--- src/rtl/redmule_pkg.sv ---
// Shared types and default geometry for the RedMulE weight staging path.
package redmule_pkg;

  localparam int unsigned RM_ARRAY_HEIGHT = 4;
  localparam int unsigned RM_TOT_DEPTH    = 16;
  localparam int unsigned RM_BITW         = 16;
  localparam int unsigned RM_DATAW        = RM_TOT_DEPTH * RM_BITW;

  localparam int unsigned W_BANKS     = 2;
  localparam int unsigned W_ROW_IDX_W = $clog2(RM_ARRAY_HEIGHT);
  localparam int unsigned W_COL_IDX_W = $clog2(RM_TOT_DEPTH);

  typedef enum logic [1:0] {W_EMPTY, W_FILLING, W_FULL} w_bank_state_e;

  typedef struct packed {
    logic                   load;
    logic                   shift;
    logic [W_COL_IDX_W-1:0] cols_lftovr;
    logic [W_ROW_IDX_W-1:0] rows_lftovr;
  } w_buffer_ctrl_t;

  typedef struct packed {
    logic [RM_ARRAY_HEIGHT-1:0] empty;
  } w_buffer_flgs_t;

endpackage

--- src/rtl/redmule_w_bank.sv ---
// One weight bank: row storage, fill/drain counters, latched tile sizes and bank state.
module redmule_w_bank
  import redmule_pkg::*;
#(
  parameter int unsigned ARRAY_HEIGHT = RM_ARRAY_HEIGHT,
  parameter int unsigned TOT_DEPTH    = RM_TOT_DEPTH,
  parameter int unsigned BITW         = RM_BITW,
  parameter int unsigned DATAW        = RM_DATAW
) (
  input  logic                              clk_i,
  input  logic                              rst_i,
  input  logic                              clear_i,
  input  logic                              wr_en_i,
  input  logic [$clog2(ARRAY_HEIGHT)-1:0]   rows_lftovr_i,
  input  logic [$clog2(TOT_DEPTH)-1:0]      cols_lftovr_i,
  input  logic [DATAW-1:0]                  w_data_i,
  input  logic                              shift_en_i,
  output w_bank_state_e                     state_o,
  output logic [$clog2(ARRAY_HEIGHT+1)-1:0] eff_rows_o,
  output logic                              fill_done_o,
  output logic                              drain_done_o,
  output logic [ARRAY_HEIGHT*BITW-1:0]      col_o
);

  localparam int unsigned ROW_IW = $clog2(ARRAY_HEIGHT);
  localparam int unsigned COL_IW = $clog2(TOT_DEPTH);
  localparam int unsigned ROW_CW = $clog2(ARRAY_HEIGHT + 1);
  localparam int unsigned COL_CW = $clog2(TOT_DEPTH + 1);

  w_bank_state_e     state_q, state_d;
  logic [ROW_IW-1:0] fill_row_q;
  logic [COL_IW-1:0] col_q;
  logic [ROW_CW-1:0] eff_rows_q, eff_rows;
  logic [COL_CW-1:0] eff_cols_q, eff_cols;
  logic [BITW-1:0]   mem_q [ARRAY_HEIGHT][TOT_DEPTH];

  // Sizes track ctrl only until the first row lands; afterwards the latched copy rules.
  always_comb begin
    // NOTE: every always_comb output gets a default first so no latch is inferred.
    eff_rows = eff_rows_q;
    eff_cols = eff_cols_q;
    if (state_q == W_EMPTY) begin
      eff_rows = (rows_lftovr_i == '0) ? ROW_CW'(ARRAY_HEIGHT) : ROW_CW'(rows_lftovr_i);
      eff_cols = (cols_lftovr_i == '0) ? COL_CW'(TOT_DEPTH) : COL_CW'(cols_lftovr_i);
    end
  end

  assign fill_done_o  = wr_en_i && ((ROW_CW'(fill_row_q) + ROW_CW'(1)) == eff_rows);
  assign drain_done_o = shift_en_i && ((COL_CW'(col_q) + COL_CW'(1)) == eff_cols_q);

  always_comb begin
    state_d = state_q;
    unique case (state_q)
      W_EMPTY:   if (wr_en_i) state_d = fill_done_o ? W_FULL : W_FILLING;
      W_FILLING: if (fill_done_o) state_d = W_FULL;
      W_FULL:    if (drain_done_o) state_d = W_EMPTY;
      default:   state_d = W_EMPTY;
    endcase
  end

  always_ff @(posedge clk_i or posedge rst_i) begin
    if (rst_i) begin
      // NOTE: sequential state uses non-blocking assignments only.
      state_q    <= W_EMPTY;
      fill_row_q <= '0;
      col_q      <= '0;
      eff_rows_q <= '0;
      eff_cols_q <= '0;
    end else if (clear_i) begin
      state_q    <= W_EMPTY;
      fill_row_q <= '0;
      col_q      <= '0;
      eff_rows_q <= '0;
      eff_cols_q <= '0;
    end else begin
      state_q <= state_d;
      if (wr_en_i) begin
        eff_rows_q <= eff_rows;
        eff_cols_q <= eff_cols;
        fill_row_q <= fill_done_o ? '0 : fill_row_q + 1'b1;
      end
      if (shift_en_i) col_q <= drain_done_o ? '0 : col_q + 1'b1;
    end
  end

  // NOTE: storage is reset on purpose: unwritten rows and columns must read as zero.
  always_ff @(posedge clk_i or posedge rst_i) begin
    if (rst_i) begin
      for (int r = 0; r < ARRAY_HEIGHT; r++)
        for (int c = 0; c < TOT_DEPTH; c++) mem_q[r][c] <= '0;
    end else if (clear_i || drain_done_o) begin
      for (int r = 0; r < ARRAY_HEIGHT; r++)
        for (int c = 0; c < TOT_DEPTH; c++) mem_q[r][c] <= '0;
    end else if (wr_en_i) begin
      for (int c = 0; c < TOT_DEPTH; c++)
        mem_q[fill_row_q][c] <= (COL_CW'(c) < eff_cols) ? w_data_i[c*BITW +: BITW] : '0;
    end
  end

  always_comb begin
    col_o = '0;
    for (int r = 0; r < ARRAY_HEIGHT; r++) col_o[r*BITW +: BITW] = mem_q[r][col_q];
  end

  assign state_o    = state_q;
  assign eff_rows_o = eff_rows_q;

endmodule

--- src/rtl/redmule_w_pingpong_buffer.sv ---
// Ping-pong weight buffer: one bank fills from the W stream while the other drains columns.
module redmule_w_pingpong_buffer
  import redmule_pkg::*;
#(
  parameter int unsigned ARRAY_HEIGHT = RM_ARRAY_HEIGHT,
  parameter int unsigned TOT_DEPTH    = RM_TOT_DEPTH,
  parameter int unsigned BITW         = RM_BITW,
  parameter int unsigned DATAW        = RM_DATAW
) (
  input  logic                         clk_i,
  input  logic                         rst_i,
  input  logic                         clear_i,
  input  w_buffer_ctrl_t               ctrl_i,
  output w_buffer_flgs_t               flags_o,
  input  logic [DATAW-1:0]             w_data_i,
  input  logic                         w_valid_i,
  output logic                         w_ready_o,
  output logic [ARRAY_HEIGHT*BITW-1:0] w_o,
  output logic                         w_valid_o
);

  localparam int unsigned ROW_CW = $clog2(ARRAY_HEIGHT + 1);

  logic                         fill_ptr_q, drain_ptr_q;
  logic                         handshake;
  w_bank_state_e                bank_state [W_BANKS];
  logic [ROW_CW-1:0]            bank_rows  [W_BANKS];
  logic [ARRAY_HEIGHT*BITW-1:0] bank_col   [W_BANKS];
  logic [W_BANKS-1:0]           wr_en, shift_en, fill_done, drain_done;

  // Ready depends only on ctrl and registered state, never on w_valid_i.
  assign w_ready_o = ctrl_i.load && (bank_state[fill_ptr_q] != W_FULL);
  assign handshake = w_valid_i && w_ready_o;
  assign w_valid_o = (bank_state[drain_ptr_q] == W_FULL);
  assign w_o       = bank_col[drain_ptr_q];

  for (genvar b = 0; b < W_BANKS; b++) begin : g_bank
    assign wr_en[b]    = handshake && (fill_ptr_q == 1'(b));
    assign shift_en[b] = ctrl_i.shift && w_valid_o && (drain_ptr_q == 1'(b));

    redmule_w_bank #(
      .ARRAY_HEIGHT (ARRAY_HEIGHT),
      .TOT_DEPTH    (TOT_DEPTH),
      .BITW         (BITW),
      .DATAW        (DATAW)
    ) i_bank (
      .clk_i         (clk_i),
      .rst_i         (rst_i),
      .clear_i       (clear_i),
      .wr_en_i       (wr_en[b]),
      .rows_lftovr_i (ctrl_i.rows_lftovr),
      .cols_lftovr_i (ctrl_i.cols_lftovr),
      .w_data_i      (w_data_i),
      .shift_en_i    (shift_en[b]),
      .state_o       (bank_state[b]),
      .eff_rows_o    (bank_rows[b]),
      .fill_done_o   (fill_done[b]),
      .drain_done_o  (drain_done[b]),
      .col_o         (bank_col[b])
    );
  end

  always_ff @(posedge clk_i or posedge rst_i) begin
    if (rst_i) begin
      fill_ptr_q  <= 1'b0;
      drain_ptr_q <= 1'b0;
    end else if (clear_i) begin
      fill_ptr_q  <= 1'b0;
      drain_ptr_q <= 1'b0;
    end else begin
      if (|fill_done)  fill_ptr_q  <= ~fill_ptr_q;
      if (|drain_done) drain_ptr_q <= ~drain_ptr_q;
    end
  end

  always_comb begin
    flags_o = '1;
    for (int r = 0; r < ARRAY_HEIGHT; r++)
      flags_o.empty[r] = !(w_valid_o && (ROW_CW'(r) < bank_rows[drain_ptr_q]));
  end

  // A shift with no valid column is dropped by the datapath; flag it for the upstream controller.
  shift_without_valid : assert property (
    @(posedge clk_i) disable iff (rst_i || clear_i) ctrl_i.shift |-> w_valid_o
  ) else $warning("shift requested while no weight column is valid; ignored");

endmodule

--- config.mk ---
export PLATFORM = sky130hd
export DESIGN_NAME = redmule_w_pingpong_buffer
export DESIGN_NICKNAME = d
export VERILOG_FILES = /design/src/rtl/redmule_pkg.sv /design/src/rtl/redmule_w_bank.sv /design/src/rtl/redmule_w_pingpong_buffer.sv
export SDC_FILE = /design/constraint.sdc
export NUM_CORES = 2
export LEC_CHECK = 0
export ABC_AREA = 1
export CORE_UTILIZATION = 36
export DETAILED_ROUTE_END_ITERATION = 10
export PLACE_DENSITY = 0.61
export SKIP_LAST_GASP = 1
export SYNTH_ARGS = -nofsm -noshare
export SYNTH_HDL_FRONTEND = slang
export SYNTH_SLANG_ARGS = --single-unit
--- constraint.sdc ---
create_clock -name clk_i -period 182.3 [get_ports clk_i]
set_input_delay 36.46 -clock clk_i [delete_from_list [all_inputs] [get_ports clk_i]]
set_output_delay 36.46 -clock clk_i [all_outputs]
set_load 0.01 [all_outputs]
==> ci_impl_report.md <==
## PnR job results

| Metric | Value |
|---|---|
| R2R cell count | 12 |
| Insertion delay of the later-clocked pin in the worst-skew pair | 0.92 ns |
| # Taps | 3686 |
| TritonCTS clock tree | done |
| Yosys Chip Area | 99600 µm² |
| M3 GR Usage | 13.5% |
| Biggest Area Class | registers |
| Number of flip-flops in the largest register | 2048 |
| Tally of unique sky130hd cells used after synthesis | 42 |
| Largest clock skew in the final design | 0.0620 ns |
| Power per Cell Area | 9.84 nW/µm² |
| Cell type with the highest aggregate area in the netlist | sky130_fd_sc_hd__dfrtp_1 |
| Most crowded layer after global routing | met2 |
| Worst hold margin | 0.465 ns |
| Total instance count after detailed placement | 16000 |
| Sum of negative setup slack | 0 ns |
| Non-clk bufs | 506 |
| Via count of the first global-routing pass | 89900 |
| Total routed wirelength | 467000 µm |
| Worst setup endpoint | w_ready_o |
| Post-synth EDFFs | 0 |
| Placed instance area | 105000 µm² |
| Fillers | 28300 |
| Slowest cell on the critical path | sky130_fd_sc_hd__clkdlybuf4s50_1 |
| Iteration count of the initial detailed-routing pass | 9 |
| Endpoint, Worst Hold | g_bank[1].i_bank.mem_q[227] |
| Type of origin of the critical path | input port |
| Fraction of area in multi-input gates | 37.3% |
| Post-route design area | 113000 µm² |
| Critical path depth in cells | 3 |
| Top non-seq family | simple AND/OR/NAND/NOR gates |
| Count of mapped cells out of synthesis | 12800 |
| Antenna violations before repair | 50 |
| Worst min path class | flip-flop to flip-flop |
| Xor/xnor share of the synthesized area | 0.0967% |
| Peak per-stage delay on the critical path | 0.54 ns |
| Reported clock group power | 481 µW |
| Relative area of clock buffers and inverters in the final design | 6.67% |
| Registers with the most flip-flops | g_bank.i_bank.mem_q (2048), g_bank.i_bank.eff_cols_q (10), g_bank.i_bank.col_q (8) |
| Total routed wire length on the met1 layer | 172000 µm |
| Met2 Track Usage GR | 45.0% |
| Post-CTS Setup Inserts | 0 |
| Seq share, synth | 52.3% |
| Cell count in the Yosys report | 12800 |
| Seq power | 471 µW |
| Number of antenna cells inserted | 30 |
| Portion of the clock cycle consumed by the worst path in the final layout | 40.7% |
| Initial standard-cell utilization of the core | 36.3% |
| GPL Wtd Cong | 0.967 |
| FFs w/ async S/R, synth | 100% |
| Worst-case register-to-register setup slack | 174.99 ns |
| Top area cells in the synthesized netlist | sky130_fd_sc_hd__dfrtp_1 (52%), sky130_fd_sc_hd__nand2_1 (17%), sky130_fd_sc_hd__o21ai_0 (7.1%), sky130_fd_sc_hd__nor2_1 (4.2%), sky130_fd_sc_hd__nand4_1 (2.7%) |
| Number of multi-input combinational cells | 9341 |
| Area share of buffers outside the clock network | 4.27% |
| Total overflow reported by the global router | 0 |
| Synthesized cell area | 99600 µm² |
| Sum of met3 wire segment lengths after detailed routing | 65900 µm |
| Pint | 769 µW |
| Slew at the pin with the worst max-slew slack | 1.34 ns |
| First-pass GRT wire length | 666000 µm |
| Maximum frequency from static timing analysis | 0.0135 GHz |
| Critical Path RT | 145.84 ns |
| Number of clock sinks seen by CTS | 2082 |
| Biggest power consumer among the groups | clock |
| Sequential share of power | 42.4% |
| Remaining routing DRC violations | 0 |
| Combinational share of power | 14.2% |
| Std-Cell Rows | 192 |
| Power, Total | 1110 µW |
| Length of routed met2 wiring | 189000 µm |
| Sequential share of cell area | 46.2% |
| Clock-pin slew reported for the worst setup and hold paths after clock tree synthesis | 0.06 ns |
| Utilization after layout | 41.1% |
| Worst rel slew slack | 10.4% |
| Fraction of power consumed by the clock network | 43.4% |
| Global Route Usage Sum | 32.8% |
| Most instantiated logic cells after routing | sky130_fd_sc_hd__nand2_1 (4532), sky130_fd_sc_hd__dfrtp_1 (2074), sky130_fd_sc_hd__o21ai_0 (1411), sky130_fd_sc_hd__nor2_1 (1099), sky130_fd_sc_hd__nand3_1 (492) |
| CTS HTree Levels | 4 |
| Number of nets with antenna violations after routing | 0 |
| Run status | finished clean |
| Total of clock buffers placed in the layout | 325 |
| Static leakage | 0.0544 µW |
| Adder-cell share of the synthesized area | 0.126% |
| Mean cell area of the mapped netlist | 7.77 µm² |
| Number of slew-limit violations in the final report | 0 |
| 1st-iter DRT viols | 12900 |
| Ratio of cells with drive above 1 in the final layout | 5.15% |
| Most instantiated logic cell after routing | sky130_fd_sc_hd__nand2_1 |
| Worst Path Arrival | 37.69 ns |
| Most Frequent Cell on Critical Path | sky130_fd_sc_hd__clkdlybuf4s50_1 |
| Worst setup slack after placement | 108.15 ns |
| Hpwl dp | 293000 µm |
| Reg with most FFs | g_bank.i_bank.mem_q |
| Area fraction in mux cells | 0% |
| Beginning of the worst register-to-register path | g_bank[0].i_bank.col_q[0] |
| Number of OpenROAD warnings | 75 |
| Category of the most critical setup path | input port to output pin |
| Crit path time final | 74.15 ns |
| Yosys top cell by instances | sky130_fd_sc_hd__nand2_1 |
| Reg2Reg Capture Point | g_bank[0].i_bank.mem_q[10] |
| Combinational Area | 42100 µm² |
| Area growth from synthesis to layout | 13.1% |
| Family of cells with the greatest summed delay on the critical path | buffers and inverters |
| Top post-synthesis cells by count | sky130_fd_sc_hd__nand2_1 (4536), sky130_fd_sc_hd__dfrtp_1 (2082), sky130_fd_sc_hd__o21ai_0 (1411) |
| NetSw | 340 µW |
| CTS Hold Bufs | 0 |
| Post-synthesis simple-gate area fraction | 27.1% |
| Footprint of the flip-flops and latches | 52100 µm² |
| Net count reported at finish | 12800 |
| I/O pins | 338 |
| Synthesized registers | 2082 |
| Final Worst Setup Slack | 108.15 ns |
| Most common flop cell mapped by yosys | sky130_fd_sc_hd__dfrtp_1 |
| Worst hold start | g_bank[1].i_bank.mem_q[227] |
| Area share of the largest cell type after synthesis | 52.3% |
| Critical path peak fanout | 2 |
| Crit path cell chain | clkdlybuf4s50_1, and3_2, clkdlybuf4s50_1 |
| Number of max-cap violations | 0 |
| Switching power share of the total | 30.7% |
| GRT met1 Usage | 41.1% |
| Total number of sequential cells | 2082 |
| RSZ-0062 raised after global routing | no |
| Mapped Nets | 13100 |
| Uppermost routed layer | met5 |
| # resized after CTS | 0 |
| Source of the critical timing path | ctrl_i[7] |
| Setup crit end kind | output pin |
| Final non-filler cell total | 16400 |
| Total die area | 279000 µm² |
| Final hold viol count | 0 |
| # setup viols final | 0 |
| Number of buffers added by the clock tree synthesis step | 225 |
| AND-OR/OR-AND Cells, Area Fraction | 14.7% |
| Non-clock inverter total of the final layout | 383 |
| Pin count of the biggest net entering global routing | 177 |
| Power of the combinational group | 157 µW |
| Root cell of the clock tree | sky130_fd_sc_hd__clkbuf_16 |
| Number of buffer and inverter stages on the critical path | 2 |
| Total of buffers placed on input and output ports | 337 |
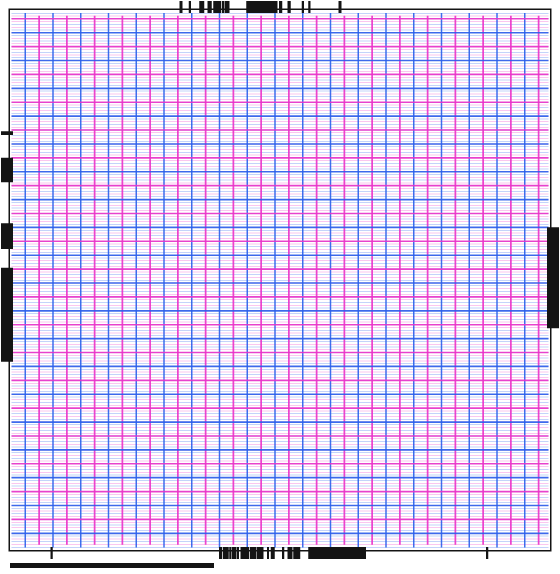
Figure 1: PDN straps and rails.
The bar under the picture is 200 µm long. Pins as bars on the die edge.
[VSS] blue
[VDD] magenta
met5 straps: 38
met4 straps: 38
met1 rails: 193
Max VDD drop: 0.0119 mV
Horiz. Die Dim: 528 µm
die height: 528 µm
area of the core region: 274000 µm²

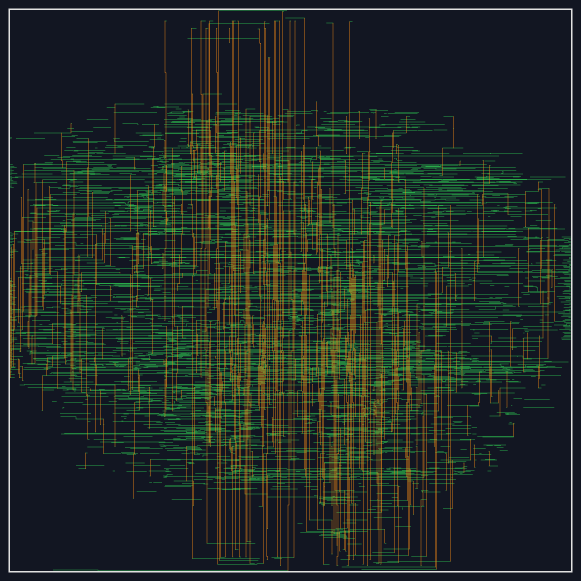
Figure 2: wiring by layer.
Only two layers are drawn.
[metal 4] orange | wire length: 39.2 mm
[metal 3] green | wire length: 65.9 mm
number of vias after detailed routing: 96300
Wirelength per Cell: 28.4 µm

Power and IR drop assume default switching activity.
